==> images/final_clocks.png <==
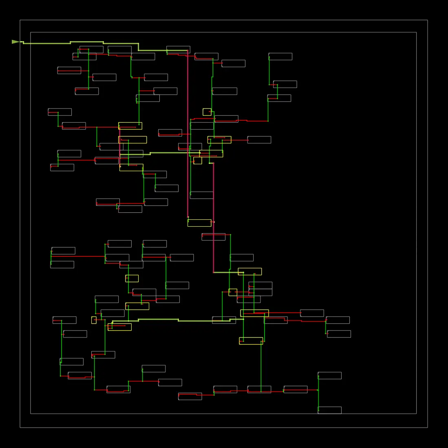
==> images/cell_classes.png <==
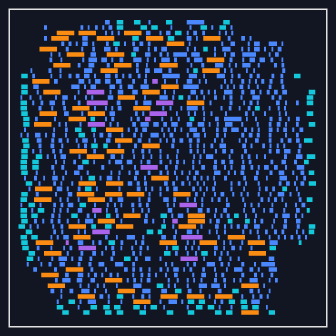
==> images/clock_map.png <==
The bar under the picture is 50 um long.
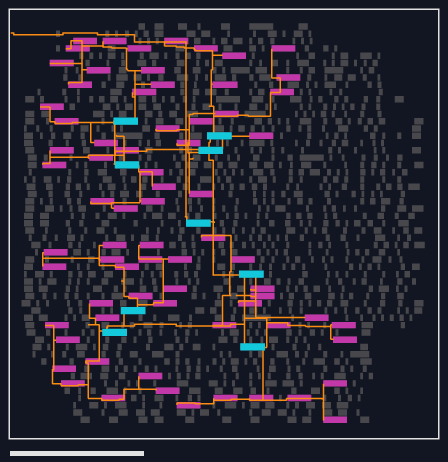
==> images/wire_density.png <==
The die is cut into 32 by 32 equal tiles; dark blue is low, red is high, scaled to the fullest tile. Values are wire area over tile area, all layers added.
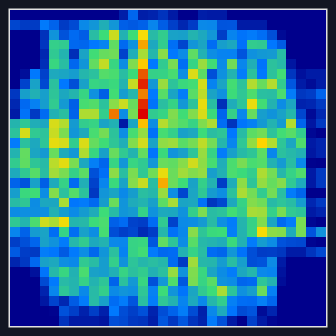
==> images/met4.png <==
Cells faint in the background.
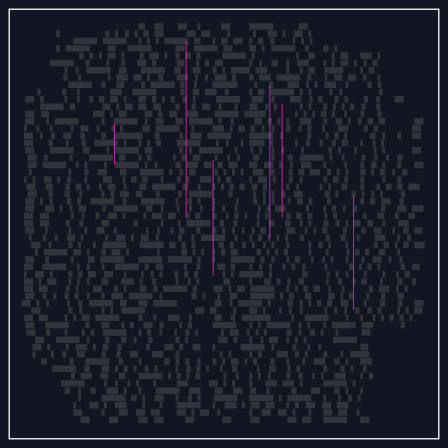
==> config.mk <==
export PLATFORM = sky130hd
export DESIGN_NAME = pool_controller
export DESIGN_NICKNAME = d
export VERILOG_FILES = /design/src/rtl/pool_ctrl_pkg.sv /design/src/rtl/pool_addr_gen.sv /design/src/rtl/pool_controller.sv
export SDC_FILE = /design/constraint.sdc
export NUM_CORES = 1
export LEC_CHECK = 0
export ABC_AREA = 1
export CAP_MARGIN = 20
export CELL_PAD_IN_SITES_DETAIL_PLACEMENT = 2
export CELL_PAD_IN_SITES_GLOBAL_PLACEMENT = 2
export CORE_MARGIN = 4
export CORE_UTILIZATION = 30
export DETAILED_ROUTE_END_ITERATION = 8
export PLACE_DENSITY_LB_ADDON = 0.25
export SLEW_MARGIN = 40
export SYNTH_ARGS = -nofsm -noshare
export SYNTH_HDL_FRONTEND = slang
export SYNTH_SLANG_ARGS = --single-unit
export TNS_END_PERCENT = 30
==> constraint.sdc <==
create_clock -name clk -period 5.95 [get_ports clk]
set_clock_uncertainty 0.1 [all_clocks]
set_input_delay 1.4875 -clock clk [delete_from_list [all_inputs] [get_ports clk]]
set_output_delay 1.4875 -clock clk [all_outputs]
set_load 0.01 [all_outputs]
==> qor.yml <==
hold_path:
  whs_path_depth: 1
route:
  drtIter0Drc: 234
  ant_nets: 0
placement:
  gp_congestion: 0.8676
  dp_hpwl_um: 21090
yosys:
  ys_warn_count: 0
  avgSynthCellArea_sq_um: 6.563
  seq_area_frac_synth_pct: 26.04
  syn-cell-area_sq_mm: 0.006918
global_routing:
  grt-ovfl-total: 0
timing:
  tns_ns: 0
  slew_headroom_pct: 54.60
  period_needed_ns: 5.703
pwr:
  powerDensity_mw_per_mm2: 267.3
die:
  initial_core_util_pct: 30.56
  pin_count: 110
  chipWidth_um: 159.9
outcome:
  status: "finished, final reports clean"
cells_and_area:
  fin_nets: 1268
  antennaDiodeCount: 0
cts:
  clockBufferDepth: 2
Back to the opening pictures, final_clocks.png:
registers: 72
clk ins delay skew pair: 0.34 ns
Clock Power: 0.619 mW
clock buffers: 10
CTS Buf Count: 9

Back to the opening pictures, cell_classes.png:
[purple] clock drivers and dummy loads | cells: 16 | share of their area: 3.9%
[cyan] other buffers and delay cells | cells: 127 | share of their area: 14%
[orange] flip-flops | cells: 72 | share of their area: 21%
[blue] all other logic | cells: 957 | share of their area: 60%
Finished Cell Area: 0.008785 sq mm
Core Box Area: 0.02264 sq mm
final core occ: 38.80%
Seq/total area: 20.52%
row cnt: 55

Back to the opening pictures, clock_map.png:
[orange] clock wires | length: 1,310 um
[cyan] cells driving clock nets | count: 9
[magenta] flip-flops | count: 72
routed clock nets: 10
Clk network pwr share: 26.4%

Back to the opening pictures, wire_density.png:
fullest tile: 0.49
tiles over half the peak: 18%
mean over tiles: 0.16
GRT Total Usage: 20.70%
Avg WL per Cell: 18.19 um

Back to the opening pictures, met4.png:
main direction: vertical
longest straight run: 65.3 um
share of all routed wire: 1.0%
nets with wire on the layer: 5
Routed WL: 26,500 um
Via Count: 7,486

[power groups by stage]
stage	Clock [mW]	Sequential, mW	Combinational [mW]
2_1_floorplan	0	0.654	0.719
3_3_place_gp	0	0.669	1.00
3_5_place_dp	0	0.677	1.05
4_1_cts	0.631	0.670	1.07
5_1_grt	0.652	0.690	1.21
6_report	0.619	0.671	1.06
[kinds of logic after synthesis]
logic type / after synthesis / share of synthesized area [%]
xor+xnor: 38 / 4.811
flops: 72 / 26.04
simple gates: 524 / 34.20
fa+ha+maj: 44 / 8.392
buf+inv: 186 / 10.44
compound gates: 190 / 16.12
[metrics by stage]
stage               hold slack, ns  util (%)  cell area, sq um  worst slack, ns  instances
CTS                         0.4338     38.66              8752        -0.004842       1457
global route                0.4748     38.80              8785         -0.08070       1457
global placement            0.3930     36.92              8358           0.2562       1437
finish                      0.4378     38.80              8785           0.2473       1457
detailed placement          0.4104     36.96              8367         0.009462       1437
floorplan                   0.3698         -              6918           0.9326       1054
[Yosys cell counts, types with 8 or more instances]
cell	count	area, sq um
clkbuf_1	15	56.30
nor2_1	115	431.7
inv_1	151	566.8
o21ai_0	65	325.3
dfrtp_1	72	1802
a31oi_1	15	93.84
nand2_2	14	87.58
nand2_1	224	840.8
nor3_1	20	100.1
ha_1	40	500.5
a21oi_1	54	270.3
nand3_1	90	450.4
nand3_2	8	80.08
xor2_1	32	280.3
o22ai_1	13	81.33
nor2_2	12	75.07
nand4_1	10	62.56
[worst max-delay path: stages (launching register included)]
cell	delay, ns
dfrtp_1	0.41
ha_4	0.18
inv_1	0.06
fa_2	0.35
inv_2	0.08
nand2_1	0.10
a21oi_2	0.21
xnor2_2	0.14
inv_1	0.10
ha_4	0.29
nand2_1	0.06
o21ai_0	0.16
nor2_1	0.08
buf_4	0.15
nand2_1	0.08
nand3_1	0.09
nand2_2	0.10
nand2_1	0.09
nor2_2	0.15
nand3_2	0.13
nor2_4	0.16
or2_1	0.13
nand3_1	0.07
a31oi_1	0.16
clkdlybuf4s15_2	0.25
[final cells by class]
type,instances,area (sq um)
well taps,285,356.6
fillers,2736,13860
repair buffers,127,1219
inverters,161,608.1
clock inverters,6,91.34
flip-flops and latches,72,1803
multi-input cells,796,4468
clock buffers,10,239.0
[timing repair]
action,CTS,global route
gates resized,15,13
endpoints found under the setup margin,8,10
buffers inserted,4,0
endpoints found under the hold margin,0,0
pin swaps,4,4
[per-layer routing]
metal  track usage, %  part of all wire [%]  vias to the layer above
met4            3.911                  0.99                        0
met1            27.02                    47                     3690
met5                0                     0                        -
li1                 -                     -                     3690
met2            36.67                    49                       91
met3            3.097                   2.9                       15
Power and IR drop assume default switching activity.
